==> src/rtl/pwm_pkg.sv <==
// Shared constants for the PWM peripheral and its timebase.
package pwm_pkg;

  localparam logic [7:0] PWM_CNT_MAX      = 8'd254;
  localparam int         PWM_PERIOD_TICKS = 255;
  localparam int         PRESCALE_DEFAULT = 13;
  localparam int         PWM_NUM_PINS     = 16;

endpackage

==> src/rtl/pwm_timebase.sv <==
// Shared PWM timebase: prescaler followed by an 8-bit period counter (0..254).
module pwm_timebase
  import pwm_pkg::*;
#(
  parameter int PRESCALE = PRESCALE_DEFAULT
) (
  input  logic       clk,
  input  logic       rst,
  output logic [7:0] pwm_cnt_o,
  output logic       tick_o,
  output logic       load_o
);

  localparam logic [7:0] PRE_LAST = 8'(PRESCALE - 1);

  logic [7:0] pre_cnt_q, pre_cnt_d;
  logic [7:0] pwm_cnt_q, pwm_cnt_d;
  logic       tick;

  always_comb begin
    tick      = (pre_cnt_q == PRE_LAST);
    pre_cnt_d = tick ? 8'd0 : pre_cnt_q + 8'd1;
    pwm_cnt_d = pwm_cnt_q;
    if (tick) begin
      pwm_cnt_d = (pwm_cnt_q == PWM_CNT_MAX) ? 8'd0 : pwm_cnt_q + 8'd1;
    end
  end

  always_ff @(posedge clk) begin
    if (rst) begin
      pre_cnt_q <= 8'd0;
      pwm_cnt_q <= 8'd0;
    end else begin
      pre_cnt_q <= pre_cnt_d;
      pwm_cnt_q <= pwm_cnt_d;
    end
  end

  assign pwm_cnt_o = pwm_cnt_q;
  assign tick_o    = tick;
  // First clock of a period; also true on the first cycle after reset release.
  assign load_o    = (pre_cnt_q == 8'd0) && (pwm_cnt_q == 8'd0) && !rst;

endmodule

==> src/rtl/pwm_peripheral.sv <==
// Drives 16 pins low, static high or PWM from the control registers; the duty
// cycle is shadowed at period start so a pin never glitches mid-period.
module pwm_peripheral
  import pwm_pkg::*;
#(
  parameter int PRESCALE = PRESCALE_DEFAULT
) (
  input  logic                    clk,
  input  logic                    rst,
  input  logic [7:0]              en_reg_out_7_0,
  input  logic [7:0]              en_reg_out_15_8,
  input  logic [7:0]              en_reg_pwm_7_0,
  input  logic [7:0]              en_reg_pwm_15_8,
  input  logic [7:0]              pwm_duty_cycle,
  output logic [PWM_NUM_PINS-1:0] out,
  output logic                    period_start
);

  logic [7:0]              pwm_cnt;
  logic                    tick;
  logic                    load;
  logic [7:0]              duty_shadow_q, duty_shadow_d;
  logic [7:0]              duty_eff;
  logic                    pwm_raw;
  logic [PWM_NUM_PINS-1:0] en_out, en_pwm;
  logic [PWM_NUM_PINS-1:0] out_q, out_d;
  logic                    period_start_q;

  pwm_timebase #(.PRESCALE(PRESCALE)) u_timebase (
    .clk       (clk),
    .rst       (rst),
    .pwm_cnt_o (pwm_cnt),
    .tick_o    (tick),
    .load_o    (load)
  );

  always_comb begin
    en_out        = {en_reg_out_15_8, en_reg_out_7_0};
    en_pwm        = {en_reg_pwm_15_8, en_reg_pwm_7_0};
    // Bypass the shadow on load so a new duty applies from the first tick.
    duty_eff      = load ? pwm_duty_cycle : duty_shadow_q;
    duty_shadow_d = duty_eff;
    pwm_raw       = (pwm_cnt < duty_eff);
    out_d         = en_out & (~en_pwm | {PWM_NUM_PINS{pwm_raw}});
  end

  always_ff @(posedge clk) begin
    if (rst) begin
      duty_shadow_q  <= 8'h00;
      out_q          <= '0;
      period_start_q <= 1'b0;
    end else begin
      duty_shadow_q  <= duty_shadow_d;
      out_q          <= out_d;
      period_start_q <= load;
    end
  end

  assign out          = out_q;
  assign period_start = period_start_q;

  wrap_then_load_a: assert property (@(posedge clk) disable iff (rst)
    (tick && pwm_cnt == PWM_CNT_MAX) |=> load);

endmodule
==> config.mk <==
export PLATFORM = sky130hd
export DESIGN_NAME = pwm_peripheral
export DESIGN_NICKNAME = d
export VERILOG_FILES = /design/src/rtl/pwm_pkg.sv /design/src/rtl/pwm_timebase.sv /design/src/rtl/pwm_peripheral.sv
export SDC_FILE = /design/constraint.sdc
export NUM_CORES = 1
export LEC_CHECK = 0
export ABC_AREA = 1
export CORE_MARGIN = 2
export CORE_UTILIZATION = 35
export CTS_BUF_LIST = sky130_fd_sc_hd__clkbuf_4
export DETAILED_ROUTE_END_ITERATION = 6
export GPL_TIMING_DRIVEN = 1
export PLACE_DENSITY = 0.69
export RECOVER_POWER = 50
export SLEW_MARGIN = 30
export SYNTH_ARGS = -nofsm -noshare
export SYNTH_HDL_FRONTEND = slang
export SYNTH_SLANG_ARGS = --single-unit
export TNS_END_PERCENT = 5
==> constraint.sdc <==
create_clock -name clk -period 4.27 [get_ports clk]
set_input_delay 0.6405 -clock clk [delete_from_list [all_inputs] [get_ports clk]]
set_output_delay 0.6405 -clock clk [all_outputs]
set_load 0.05 [all_outputs]
==> results.ini <==
[outcome]
status = completed

[clocking]
cts.clk_slew.worst_paths_ps = 110
cts.sinks = 41
cts_tree = yes
root_buffer = clkbuf_4

[worst_setup_path]
arrival_ps = 3880
endpoint = out[2]$_SDFF_PP0_
crit_required_ps = 4540
critical_path_buf_inv_count = 2
path_cells = dlygate4sd3_1, clkinv_4, nand2_1, nor2_4, nand2_1, mux2i_1, ha_1, a21oi_1, nor2_1, a211oi_1, nand2_4, a21oi_1
cp_top_family = buffers and inverters
cp-end-kind = flip-flop
r2r-end = out[2]$_SDFF_PP0_

[synth]
netlist_logic_family_top = simple AND/OR/NAND/NOR gates
compound_area_share_pct = 13.80
syn_inst = 220
synth_flops = 41
yosysWarnings = 0
async_reset_ff_share_pct = 0
top_area_share_pct = 42.49
synth_cell_types = 26
ys_sh_xor_pct = 1.813
synth_stat.cells = 220
simple_gate_share_pct = 22.80
postSynthSeqShare_pct = 42.49

[power_and_ir_drop]
seqPwrFrac_pct = 51.6
comb-power_mw = 0.200
irDropWorstVdd_mv = 0.1917
internal_power_mw = 0.5519

[drt]
final_antenna_net_count = 0
num_vias = 1527
drt-met1-wl_mm = 1.700
drtIter0Drc = 25

[timing]
maxSlewHeadroom_pct = 62.40
hold_violations = 0
period_minus_slack_ps = 3617
tns_ps = 0
slew_viol_final = 0

[flow_run]
max-cap-violations = 0
tool_warnings = 29

[global_route]
grt_start_max_net_pins = 19
grt_antenna_before_repair = 0
grt_overflow = 0

[final_layout]
areaGrowthSynthToFinish_pct = 34.65
layoutNonFillerInstCount = 354
finish.instance_area_um2 = 2601

[placement]
place_congestion = 0.7902

worst min path at each step:
stage,slack [ps],start,to,cells after the start
6_report,480,u_timebase.pre_cnt_q[0]$_SDFF_PP0_,u_timebase.pre_cnt_q[0]$_SDFF_PP0_,1
5_1_grt,520,u_timebase.pre_cnt_q[0]$_SDFF_PP0_,u_timebase.pre_cnt_q[0]$_SDFF_PP0_,1
4_1_cts,490,u_timebase.pre_cnt_q[0]$_SDFF_PP0_,u_timebase.pre_cnt_q[0]$_SDFF_PP0_,1
3_5_place_dp,460,u_timebase.pre_cnt_q[0]$_SDFF_PP0_,u_timebase.pre_cnt_q[0]$_SDFF_PP0_,1
3_3_place_gp,450,u_timebase.pre_cnt_q[0]$_SDFF_PP0_,u_timebase.pre_cnt_q[0]$_SDFF_PP0_,1
2_1_floorplan,430,u_timebase.pre_cnt_q[0]$_SDFF_PP0_,u_timebase.pre_cnt_q[0]$_SDFF_PP0_,1
cell type report:
type / count / area, um2
Fill cell: 538 / 2804
Clock inverter: 1 / 3.754
Clock buffer: 6 / 45.04
Sequential cell: 41 / 820.8
Multi-Input combinational cell: 147 / 947.2
Tap cell: 72 / 90.09
Timing Repair Buffer: 58 / 580.6
Inverter: 29 / 113.9
sequential cells by signal (all words and copies together), names as in the netlist:
signal and cells:
out 16, u_timebase.pre_cnt_q 8, u_timebase.pwm_cnt_o 8, period_start 1
duty_shadow_q 8
cell usage in the layout (no fill, tap or decap), types with 5 or more instances in the layout:
cell / netlist / routed
nor2_1: 34 / 34
inv_1: 28 / 28
ha_1: 12 / 12
nand2_1: 41 / 43
clkbuf_4: 0 / 6
dfxtp_1: 41 / 41
mux2i_1: 7 / 7
dlygate4sd3_1: 0 / 14
a21oi_4: 10 / 10
a21oi_1: 10 / 10
clkdlybuf4s50_1: 0 / 44
o21ai_0: 5 / 5
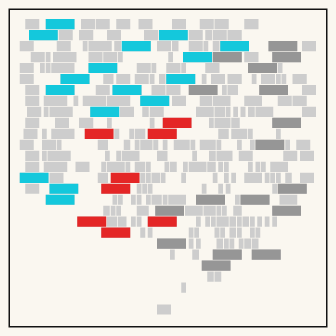
**Above:** where the registers sit.
Key: `out` = cyan [placed flops 16]; `u_timebase.pre_cnt_q` = red [placed flops 8]
Another 17 sequential cells are not colored.

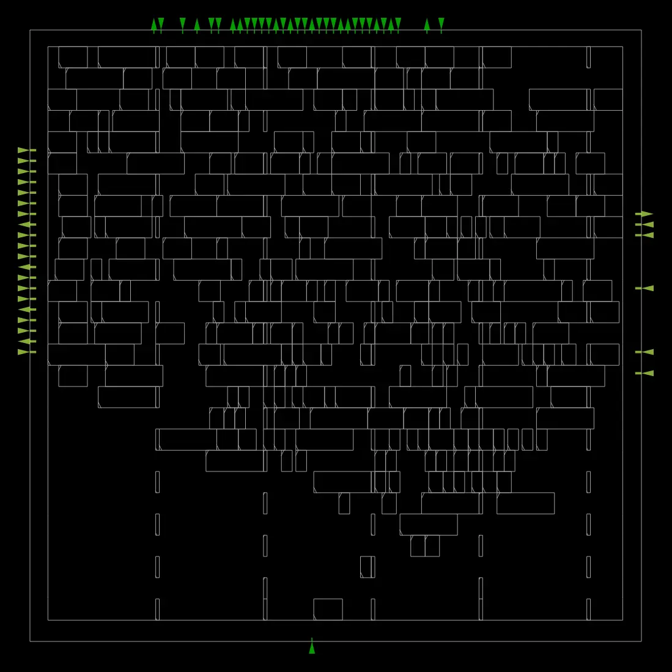
**Above:** cell placement.
Core Box Area: 5405 um2
Std-Cell Rows: 27
registers: 41

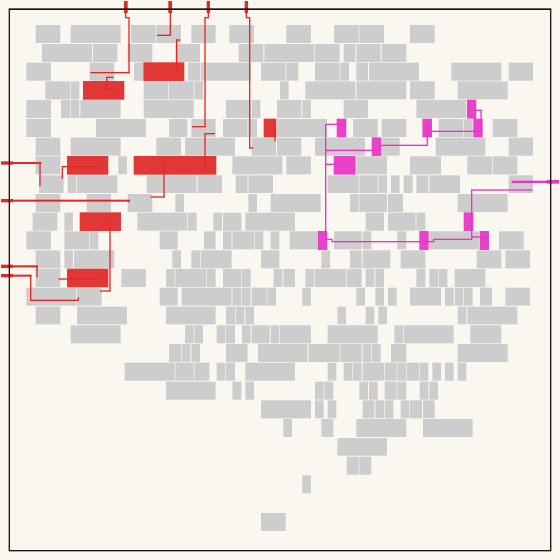
**Above:** wires at chosen ports, followed through buffers.
Key: `en_reg_pwm_15_8` = red [direction input, edge 4 left, 4 top, end cells 8, wire 148 um]; `rst` = magenta [direction input, edge right, end cells 10, wire 98.4 um]
IO buf count: 58
I/O pin total: 59

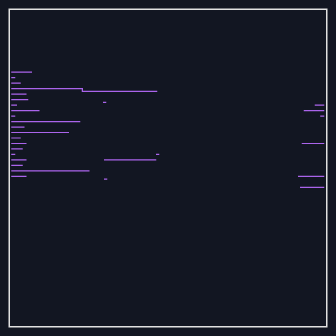
**Above:** met3 routing.
The layer holds 4.3% of the routed length. The layer carries 169 um of wire. 27 nets have wire on it. The wires run mostly horizontal. The longest straight run is 19.1 um.

